m4.png
Bar = 100 um. Supply wires on this layer in grey.
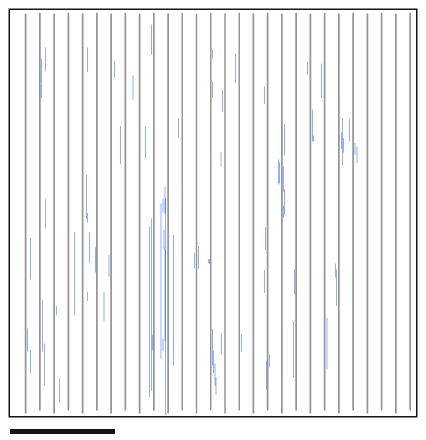
route_heat.png
Bar = 100 um. The die is cut into 39 by 39 equal tiles; dark purple is low, yellow is high, scaled to the fullest tile. Values are wire area over tile area, all layers added.
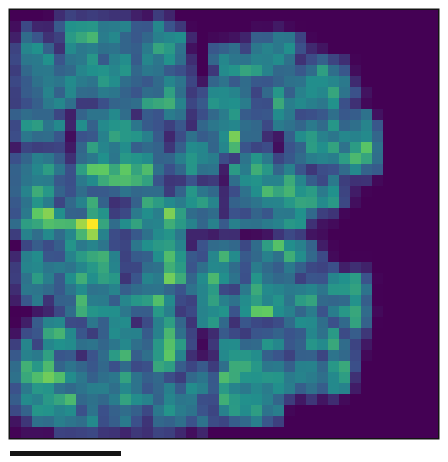
placed.png
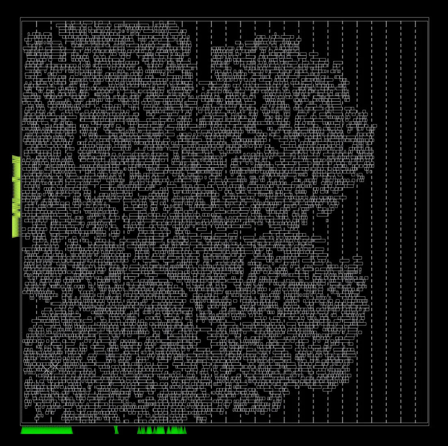
sizing.png
Bar = 100 um.
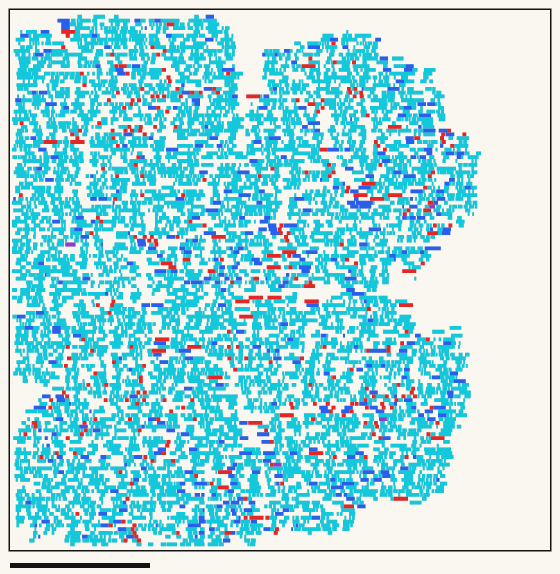
===== config.mk =====
export PLATFORM = sky130hd
export DESIGN_NAME = xc_aessub_lanes
export DESIGN_NICKNAME = d
export VERILOG_FILES = /design/src/rtl/xc_aessub_lanes.sv
export SDC_FILE = /design/constraint.sdc
export NUM_CORES = 2
export LEC_CHECK = 0
export ABC_AREA = 0
export CAP_MARGIN = 25
export CORE_UTILIZATION = 41
export DETAILED_ROUTE_END_ITERATION = 6
export MAX_ROUTING_LAYER = met4
export PLACE_DENSITY = 0.6
export REMOVE_ABC_BUFFERS = 1
export SLEW_MARGIN = 15
export SYNTH_ARGS = -nofsm -noshare
export SYNTH_HDL_FRONTEND = slang
export SYNTH_SLANG_ARGS = --single-unit

===== constraint.sdc =====
create_clock -name vclk -period 74.3
set_input_delay 14.86 -clock vclk [all_inputs]
set_output_delay 14.86 -clock vclk [all_outputs]
set_load 0.1 [all_outputs]

===== src/rtl/xc_aessub_lanes.sv =====
// xc_aessub_sbox: one AES S-box lane, forward (enc=1) or inverse (enc=0).
// Latency: combinational.
// Backpressure: none; output follows the input byte.
// Ports: enc selects direction, din is the byte in, dout the substituted byte.
module xc_aessub_sbox (
    input  logic       enc,
    input  logic [7:0] din,
    output logic [7:0] dout
);

    // Multiply by x in GF(2^8) modulo x^8 + x^4 + x^3 + x + 1.
    function automatic logic [7:0] xtime(input logic [7:0] a);
        return {a[6:0], 1'b0} ^ (a[7] ? 8'h1b : 8'h00);
    endfunction

    function automatic logic [7:0] gf_mul(input logic [7:0] a, input logic [7:0] b);
        logic [7:0] p;
        logic [7:0] t;
        p = 8'h00;
        t = a;
        for (int i = 0; i < 8; i++) begin
            if (b[i]) p = p ^ t;
            t = xtime(t);
        end
        return p;
    endfunction

    // x^254 is the multiplicative inverse; it maps 0 to 0 as AES requires.
    function automatic logic [7:0] gf_inv(input logic [7:0] x);
        logic [7:0] sq;
        logic [7:0] acc;
        sq  = x;
        acc = 8'h01;
        for (int i = 1; i < 8; i++) begin
            sq  = gf_mul(sq, sq);
            acc = gf_mul(acc, sq);
        end
        return acc;
    endfunction

    function automatic logic [7:0] rotl(input logic [7:0] a, input int n);
        logic [15:0] d;
        d = {a, a} << n;
        return d[15:8];
    endfunction

    logic [7:0] inv_affine;
    logic [7:0] inv_in;
    logic [7:0] inv_out;
    logic [7:0] fwd_out;

    // Both directions share one field inverter: forward applies the affine
    // map after inversion, inverse undoes the affine map before it.
    always_comb begin
        inv_affine = rotl(din, 1) ^ rotl(din, 3) ^ rotl(din, 6) ^ 8'h05;
        inv_in     = enc ? din : inv_affine;
        inv_out    = gf_inv(inv_in);
        fwd_out    = inv_out ^ rotl(inv_out, 1) ^ rotl(inv_out, 2)
                   ^ rotl(inv_out, 3) ^ rotl(inv_out, 4) ^ 8'h63;
        dout       = enc ? fwd_out : inv_out;
    end

endmodule

// xc_aessub_lanes: AES SubBytes/SubWord unit built from LANES S-boxes (1, 2 or 4).
// Latency: 4/LANES cycles per word; LANES=4 is combinational with ready=valid.
// Backpressure: none; requester holds valid and operands stable until ready pulses.
// Ports: clock, reset (sync, active-high); flush/flush_data abort and reload the
//   byte registers; valid, rs1, rs2, enc, rot, full form the request; ready
//   pulses one cycle with result, which is forced to zero otherwise.
module xc_aessub_lanes #(
    parameter int LANES = 4
) (
    input  logic        clock,
    input  logic        reset,
    input  logic        flush,
    input  logic [31:0] flush_data,
    input  logic        valid,
    input  logic [31:0] rs1,
    input  logic [31:0] rs2,
    input  logic        enc,
    input  logic        rot,
    input  logic        full,
    output logic        ready,
    output logic [31:0] result
);

    localparam int NSTEP = 4 / LANES;
    localparam int NREG  = 4 - LANES;

    if (LANES != 1 && LANES != 2 && LANES != 4) begin : g_bad_lanes
        $error("xc_aessub_lanes: LANES must be 1, 2 or 4");
    end

    logic [3:0][7:0]       src;
    logic [LANES-1:0][7:0] sb_in;
    logic [LANES-1:0][7:0] sb_out;
    logic [3:0][7:0]       word;

    // Lightweight mode interleaves the two sources; SubWord takes rs1 whole.
    always_comb begin
        if (full) src = rs1;
        else      src = {rs2[31:24], rs1[23:16], rs2[15:8], rs1[7:0]};
    end

    // Bytes of rs2 that only SubWord-less selection would ignore.
    logic unused_rs2;
    assign unused_rs2 = ^{rs2[23:16], rs2[7:0]};

    for (genvar j = 0; j < LANES; j++) begin : g_lane
        xc_aessub_sbox u_sbox (
            .enc  (enc),
            .din  (sb_in[j]),
            .dout (sb_out[j])
        );
    end

    if (LANES == 4) begin : g_comb
        // All four bytes in one cycle: no state, flush is irrelevant.
        assign sb_in = src & {32{valid}};
        assign word  = sb_out;
        assign ready = valid;

        logic unused_ctl;
        assign unused_ctl = ^{clock, reset, flush, flush_data};
    end else begin : g_seq
        localparam int SW = $clog2(NSTEP);

        logic [SW-1:0] step;
        logic [SW-1:0] step_nxt;
        logic          last;
        logic [7:0]    byte_q [NREG];

        assign last = (step == SW'(NSTEP - 1));

        // Step k feeds bytes LANES*k .. LANES*k+LANES-1 to the lanes.
        always_comb begin
            sb_in = '0;
            for (int k = 0; k < NSTEP; k++) begin
                if (step == SW'(k)) begin
                    for (int j = 0; j < LANES; j++) begin
                        sb_in[j] = src[LANES*k + j] & {8{valid}};
                    end
                end
            end
        end

        // Any step without valid (or a flush) restarts at step 0, so a
        // dropped request never resumes half way through.
        always_comb begin
            step_nxt = '0;
            if (valid && !flush && !last) step_nxt = step + SW'(1);
        end

        always_ff @(posedge clock) begin
            if (reset) step <= '0;
            else       step <= step_nxt;
        end

        always_ff @(posedge clock) begin
            if (reset) begin
                for (int i = 0; i < NREG; i++) byte_q[i] <= 8'h00;
            end else if (flush) begin
                for (int i = 0; i < NREG; i++) byte_q[i] <= flush_data[8*i +: 8];
            end else if (valid && !last) begin
                for (int i = 0; i < NREG; i++) begin
                    if (step == SW'(i / LANES)) byte_q[i] <= sb_out[i % LANES];
                end
            end
        end

        // Earlier bytes come from the registers, the final step's bytes
        // straight from the S-boxes.
        always_comb begin
            word = '0;
            for (int i = 0; i < NREG; i++)  word[i] = byte_q[i];
            for (int i = NREG; i < 4; i++) word[i] = sb_out[i - NREG];
        end

        assign ready = valid && last && !flush && !reset;

        logic unused_fd;
        assign unused_fd = ^flush_data[31:8*NREG];
    end

    assign result = !ready ? 32'h0
                  : (rot ? {word[2], word[1], word[0], word[3]} : word);

endmodule

==> impl_metrics.env <==
# yosys + openroad results
export IMPL_data_path_buffer_share_of_cell_area_in_the_final_layout_pct=4.53
export IMPL_cp_data_arrival_time_ns=37.67
export IMPL_yosys_stat_area_sq_um=60800
export IMPL_run_status="finished, violations left"
export IMPL_synth_cell_type_count=134
export IMPL_seqCellArea_sq_um=0
export IMPL_placeableCoreArea_sq_um=146000
export IMPL_finalClockPeriodUsage_pct=70.7
export IMPL_worst_endpoint_required_ns=59.44
export IMPL_drc_errors=2
export IMPL_failed_checks="DRC"
export IMPL_synth_cellmix_adderShare_pct=0.486
export IMPL_die_area_sq_um=150000
export IMPL_worst_hold_startpoint="enc"
export IMPL_timing_hold_ws_ns=31.23
export IMPL_top_cells_by_count="1574 x xnor2_1, 1184 x nor2_1, 886 x nand2_1"
export IMPL_drt_pass1_iter_count=7
export IMPL_cp_slowest_stage_delay_ns=1.19
export IMPL_critPathMaxFanout=35
export IMPL_timing_max_transition_violations_final=0
export IMPL_final_critical_period_ns=52.53
export IMPL_initialDrtViolationCount=5516
export IMPL_detail_route_antenna_nets=0
export IMPL_routed_top_layer="met4"
export IMPL_synth_area_leader_cell="xnor2_1"
export IMPL_fill_cells=15000
export IMPL_hold_violations=0
export IMPL_setup_worst_path_end_class="output port"
export IMPL_seq_share_pct=0
export IMPL_post_synth_top_area_fraction_pct=22.7
export IMPL_crit_path_start_kind="input pin"
export IMPL_grt_pass1_wl_mm=302
export IMPL_yosysMostFrequentCell="xnor2_1"
export IMPL_dpl_wire_length_mm=136
About m4.png:
75 nets have wire on it. The wires run mostly vertical. The longest straight run is 164 um.
wire length reported by the detailed router: 188 mm
number of vias after detailed routing: 58900

About route_heat.png:
The densest ninth of the die: middle left. 14% of the tiles are over half the peak. The mean over all tiles is 0.20. 22% of the tiles are nearly empty. The fullest tile reaches 0.70.

About placed.png:
post-route core utilization: 43.5%
floorplan row count: 140

About sizing.png:
Key: purple = x6 and larger [cells 4, share 0.049%, most used buf_8]; red = x3 and x4 [cells 311, share 3.8%, most used buf_4]; cyan = x1 and smaller [cells 7357, share 91%, most used xnor2_1]; blue = x2 [cells 410, share 5.1%, most used xnor2_2]
post-route cell area: 63700 sq um
final critical-path setup slack: 21.77 ns
Non-CTS buffers: 355

## routing by layer
metal | vias to the layer above | track usage (%)
met5 | - | -
met4 | 0 | 4.01
met3 | 165 | 1.45
met2 | 1992 | 38.3
met1 | 28300 | 34.9
li1 | 28500 | -
## worst max-delay path by stage
stage | from | end | slack (ns) | cells after the start
6_report | full | result[10] | 21.77 | 66
5_1_grt | full | result[10] | 20.41 | 66
4_1_cts | full | result[24] | 21.83 | 61
3_5_place_dp | full | result[24] | 21.94 | 61
3_3_place_gp | full | result[10] | 22.23 | 66
2_1_floorplan | full | result[10] | 22.15 | 55
